**src/rtl/fp_round_pkg.sv**
```systemverilog
// fp_round_pkg: shared definitions for the floating-point rounding unit.
//   - rm_e      : rounding-mode encodings carried on in_mode
//   - EXP_W_DEF : default exponent width
//   - MAN_W_DEF : default stored-fraction width
//   - any_set   : helper that reports whether any guard/round/sticky bit is set
package fp_round_pkg;

  localparam int EXP_W_DEF = 8;
  localparam int MAN_W_DEF = 23;

  typedef enum logic [2:0] {
    RM_RNE = 3'b000,
    RM_RTZ = 3'b001,
    RM_RUP = 3'b010,
    RM_RDN = 3'b011,
    RM_RMM = 3'b100
  } rm_e;

  function automatic logic any_set(input logic g, input logic r, input logic s);
    return g | r | s;
  endfunction

endpackage

```
**src/rtl/fp_round_incr.sv**
```systemverilog
// fp_round_incr: combinational round-increment decision.
//   mode : rounding mode (rm_e encoding, unknown codes fall back to RNE)
//   sign : operand sign
//   lsb  : least significant kept fraction bit
//   g,r,s: guard, round and sticky bits
//   inc  : 1 when the kept significand must be incremented
// Build option: FP_ROUND_RMM_EN enables round-to-nearest-max-magnitude on
// mode 100; without it that code decodes as RNE and no RMM logic exists.
module fp_round_incr
  import fp_round_pkg::*;
(
  input  logic [2:0] mode,
  input  logic       sign,
  input  logic       lsb,
  input  logic       g,
  input  logic       r,
  input  logic       s,
  output logic       inc
);

  always_comb begin
    // RNE is the default so that reserved codes round to nearest-even.
    inc = g & (r | s | lsb);
    case (mode)
      RM_RTZ: inc = 1'b0;
      RM_RUP: inc = !sign && any_set(g, r, s);
      RM_RDN: inc = sign && any_set(g, r, s);
`ifdef FP_ROUND_RMM_EN
      RM_RMM: inc = g;
`else
      RM_RMM: inc = g & (r | s | lsb);
`endif
      default: inc = g & (r | s | lsb);
    endcase
  end

endmodule

```
**src/rtl/fp_round_unit.sv**
```systemverilog
// fp_round_unit: two-stage pipelined rounder for a normalised significand.
//   clk, rst      : clock and synchronous active-high reset
//   in_valid/ready: input beat handshake
//   in_sign       : operand sign (passed through)
//   in_exp        : biased normalised exponent (all ones = Inf/NaN)
//   in_mant       : {hidden, fraction[MAN_W], G, R, S}
//   in_mode       : rounding mode (fp_round_pkg::rm_e)
//   out_valid/ready: output beat handshake
//   out_sign, out_exp, out_frac : rounded result
//   out_inexact, out_overflow   : exception flags
// Build option: FP_ROUND_RMM_EN (see fp_round_incr) enables RMM on mode 100.
//
// Handshake: a beat moves across an interface on a rising edge where both
// valid and ready are high. valid never depends on ready; while a beat is
// offered but not taken, out_valid stays high and the out_* payload is held.
//
// Stage 1 decides the increment and forms the incremented significand.
// Stage 2 renormalises on carry-out, bumps the exponent and forms the flags.
module fp_round_unit
  import fp_round_pkg::*;
#(
  parameter int EXP_W = EXP_W_DEF,
  parameter int MAN_W = MAN_W_DEF
) (
  input  logic             clk,
  input  logic             rst,
  input  logic             in_valid,
  output logic             in_ready,
  input  logic             in_sign,
  input  logic [EXP_W-1:0] in_exp,
  input  logic [MAN_W+3:0] in_mant,
  input  logic [2:0]       in_mode,
  output logic             out_valid,
  input  logic             out_ready,
  output logic             out_sign,
  output logic [EXP_W-1:0] out_exp,
  output logic [MAN_W-1:0] out_frac,
  output logic             out_inexact,
  output logic             out_overflow
);

  // Significand plus one carry bit: {carry, hidden, fraction}.
  localparam int SIG_W = MAN_W + 2;

  logic s1_valid;
  logic s2_valid;
  logic s2_adv;
  logic s1_load;
  logic s2_load;

  // Stage-1 input decode
  logic [MAN_W:0]   in_sig;
  logic             in_g;
  logic             in_r;
  logic             in_s;
  logic             in_special;
  logic             raw_inc;
  logic             in_inc;
  logic [SIG_W-1:0] in_sum;

  // Stage-1 registers
  logic             s1_sign;
  logic [EXP_W-1:0] s1_exp;
  logic [SIG_W-1:0] s1_sum;
  logic             s1_lost;
  logic             s1_special;

  // Stage-2 combinational result
  logic             carry;
  logic [EXP_W-1:0] rnd_exp;
  logic [MAN_W-1:0] rnd_frac;
  logic             ovf;

  assign s2_adv    = !s2_valid || out_ready;
  assign in_ready  = !s1_valid || s2_adv;
  assign s1_load   = in_valid && in_ready;
  assign s2_load   = s1_valid && s2_adv;
  assign out_valid = s2_valid;

  assign in_sig     = in_mant[MAN_W+3:3];
  assign in_g       = in_mant[2];
  assign in_r       = in_mant[1];
  assign in_s       = in_mant[0];
  assign in_special = &in_exp;

  fp_round_incr u_incr (
    .mode (in_mode),
    .sign (in_sign),
    .lsb  (in_mant[3]),
    .g    (in_g),
    .r    (in_r),
    .s    (in_s),
    .inc  (raw_inc)
  );

  // Inf/NaN operands are never rounded.
  assign in_inc = raw_inc && !in_special;
  assign in_sum = {1'b0, in_sig} + SIG_W'(in_inc);

  // A carry-out means the significand became 10.000..., so drop one bit.
  // Special operands never carry because their increment is suppressed.
  assign carry    = s1_sum[SIG_W-1];
  assign rnd_exp  = carry ? (s1_exp + EXP_W'(1)) : s1_exp;
  assign rnd_frac = carry ? s1_sum[MAN_W:1] : s1_sum[MAN_W-1:0];
  assign ovf      = !s1_special && (&rnd_exp);

  // Valid bits and output registers: cleared by reset.
  always_ff @(posedge clk) begin
    if (rst) begin
      s1_valid     <= 1'b0;
      s2_valid     <= 1'b0;
      out_sign     <= 1'b0;
      out_exp      <= '0;
      out_frac     <= '0;
      out_inexact  <= 1'b0;
      out_overflow <= 1'b0;
    end else begin
      if (in_ready) s1_valid <= in_valid;
      if (s2_adv)   s2_valid <= s1_valid;
      if (s2_load) begin
        out_sign     <= s1_sign;
        out_exp      <= rnd_exp;
        out_frac     <= ovf ? '0 : rnd_frac;
        out_inexact  <= s1_lost | ovf;
        out_overflow <= ovf;
      end
    end
  end

  // Stage-1 payload: only meaningful while s1_valid, so no reset needed.
  always_ff @(posedge clk) begin
    if (s1_load) begin
      s1_sign    <= in_sign;
      s1_exp     <= in_exp;
      s1_sum     <= in_sum;
      s1_lost    <= !in_special && any_set(in_g, in_r, in_s);
      s1_special <= in_special;
    end
  end

endmodule
```
**config.mk**
```make
export PLATFORM = sky130hd
export DESIGN_NAME = fp_round_unit
export DESIGN_NICKNAME = d
export VERILOG_FILES = /design/src/rtl/fp_round_pkg.sv /design/src/rtl/fp_round_incr.sv /design/src/rtl/fp_round_unit.sv
export SDC_FILE = /design/constraint.sdc
export NUM_CORES = 1
export LEC_CHECK = 0
export ABC_AREA = 1
export CAP_MARGIN = 20
export CORE_ASPECT_RATIO = 1.2
export CORE_MARGIN = 5
export CORE_UTILIZATION = 41
export CTS_BUF_LIST = sky130_fd_sc_hd__clkbuf_8
export DETAILED_ROUTE_END_ITERATION = 10
export PLACE_DENSITY = 0.7
export SLEW_MARGIN = 20
export SYNTH_ARGS = -nofsm -noshare
export SYNTH_HDL_FRONTEND = slang
export SYNTH_HIERARCHICAL = 1
export SYNTH_SLANG_ARGS = --single-unit
```
**constraint.sdc**
```tcl
create_clock -name clk -period 2.9 [get_ports clk]
set_input_delay 0.58 -clock clk [delete_from_list [all_inputs] [get_ports clk]]
set_output_delay 0.58 -clock clk [all_outputs]
set_load 0.01 [all_outputs]
```
==> images/layer_met1.png <==
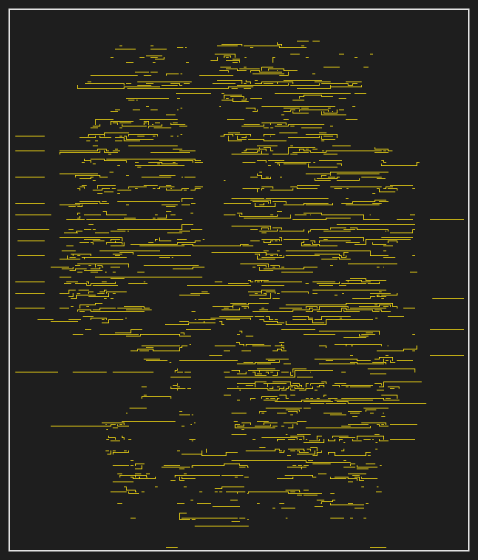
nets with wire on the layer: 524
longest straight run: 22.1 um
share of all routed wire: 45%
wire length on this layer: 3390 um
main direction: horizontal

==> images/metal_density.png <==
The bar under the picture is 20 um long. The die is cut into 19 by 22 equal tiles; dark blue is low, red is high, scaled to the fullest tile. Values are wire area over tile area, all layers added.
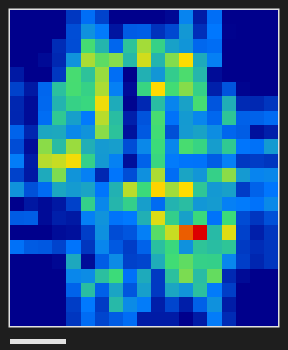
emptiest ninth of the die: south-west
densest ninth of the die: centre
mean over tiles: 0.11
fullest tile: 0.47

==> images/clocks.png <==
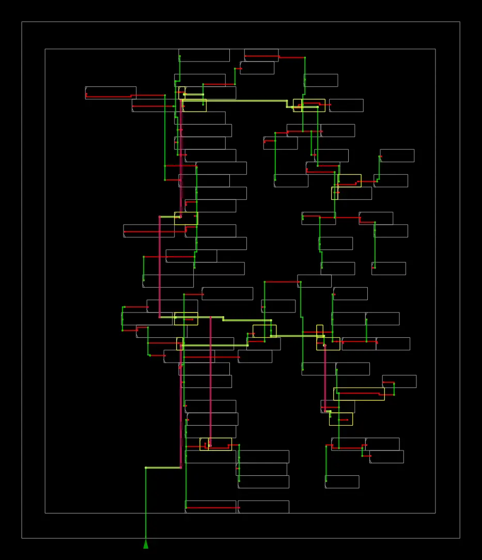
flip-flops: 72
CLK BUF: 9
CTS sink cnt: 72
clk_lat worst skew: 0.35 ns
CTS buffer count: 9

==> images/layer_met3.png <==
The bar under the picture is 20 um long.
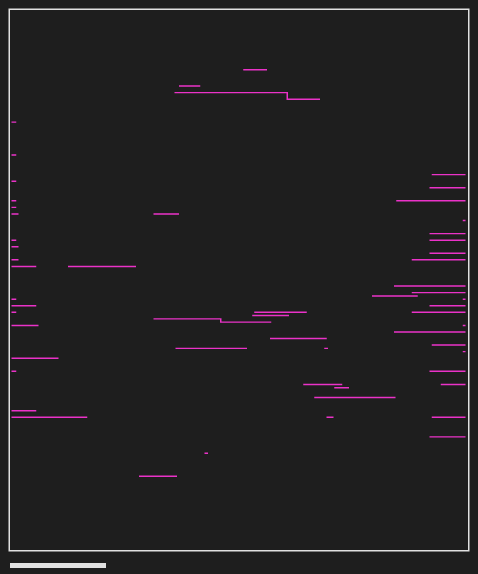
share of all routed wire: 5.0%
nets with wire on the layer: 50

==> results.py <==
# Auto-generated metrics
metrics = {
    "layout": {
        "largest_cell_class": "flip-flops and latches",
        "comb_share": 0.323,
        "nets": 571,
        "nMultiInputCombCells": 307,
        "lay_top_count": "nand2_1",
        "layout_top_cells": "nand2_1 (141), clkdlybuf4s50_1 (78), inv_1 (40), o21ai_0 (37)",
        "seq_share": 0.382,
        "mi_logic_area_um2": 1530,
        "utilization": 0.554,
        "top_register": "s1_sum",
        "fin_cells": 646,
        "area_delta_synth_final_pct": 32.8,
        "regArea_um2": 1800,
        "clk_share": 0.0379,
        "nNonClkInverters": 39,
        "largest_register_ffs": 25,
        "fin_area_um2": 4720,
        "diodes": 0,
        "reg.largest.list": "s1_sum (25), out_frac (23)",
        "nNonClkBuffers": 95,
        "nFillCells": 830,
    },
    "setup_path": {
        "path_depth": 17,
        "slowest_stage": "clkdlybuf4s50_1",
        "crit_path_start_kind": "input port",
        "slowest_delay_ns": 0.47,
        "crit_fanout": 5,
        "path_cells": "clkdlybuf4s50_1 > inv_1 > nor2_1 > nand3_1 > nand2_1 > inv_1 > nor2_1 > ha_2 > ha_1 > nand2_1 > nor2_2 > nand4_2 > nor2_2 > nand2_2 > nor2_2 > nand2_1 > xor2_1",
        "r2r_setup_slack_ns": 1.04,
    },
    "yosys": {
        "top_area_cell": "edfxtp_1",
        "ys_chip_area_um2": 3550,
        "ys_seq_elements": 72,
        "synth_area_um2": 3550,
        "flop_cell": "edfxtp_1",
        "edf_count": 36,
        "yosysMostFrequentCell": "nand2_1",
        "ys_types": 29,
        "topCellsByArea": "edfxtp_1 (30%), dfxtp_1 (20%), nand2_1 (15%)",
        "synthTopLogicFamily": "simple AND/OR/NAND/NOR gates",
        "yosys-stat-cells": 434,
        "adder_share": 0.0141,
        "syn_inst": 434,
        "async_flop_share": 0,
        "ys_top_cells_by_count": "nand2_1 (141), inv_1 (38), o21ai_0 (37)",
    },
    "floorplanning": {
        "chipHeight_um": 112,
        "initCoreUtil": 0.417,
        "rows": 37,
        "ios": 79,
        "well_tap_count": 117,
        "chipArea_um2": 10600,
    },
    "routing": {
        "drc": 0,
        "wl_met1_um": 3390,
        "drt_iter0_drc": 113,
        "dr_wl_met2_um": 3710,
        "routed-via-count": 3000,
        "routed_wl_um": 7600,
        "ant_nets": 0,
        "viasPerCell": 4.64,
    },
    "power_and_ir_drop": {
        "comb_power_share": 0.157,
        "comb_power_mw": 0.355,
        "top_power_group": "registers",
        "p_int_mw": 1.70,
        "p_sw_frac": 0.247,
        "switchingPower_mw": 0.559,
        "seq_cell_power_mw": 1.18,
        "ir_drop_v": 0.000223,
        "p_per_area_nw_per_um2": 479,
    },
    "clock_network": {
        "clk_transition_reported_paths_ns": 0.07,
        "cts_tree": "done",
        "h-tree-depth": 3,
    },
    "global_route": {
        "grtUsageTotal": 0.153,
        "grt_pass1_vias": 2907,
        "antenna_found_initial": 0,
        "grtUsageMet1": 0.192,
        "grt_max_degree": 56,
    },
    "timing": {
        "finalClockPeriodUsage": 0.912,
        "fin_skew_ns": 0.00899,
        "setup_viol": 0,
        "setup_tns_ns": 0,
        "finalWorstSetupSlack_ns": 0.254,
    },
    "placement": {
        "io_buffer_count": 78,
        "place_area_um2": 4540,
        "hpwl_um": 5880,
        "place_inst": 630,
    },
    "run_status": {
        "status": "complete, no violations",
    },
    "hold_path": {
        "min_path_type": "register to register",
        "min_to": "out_sign",
        "hold_path_depth": 2,
        "hp-start": "out_sign",
    },
    "flow_run": {
        "drv_cap": 0,
        "tool_warnings": 27,
    },
}
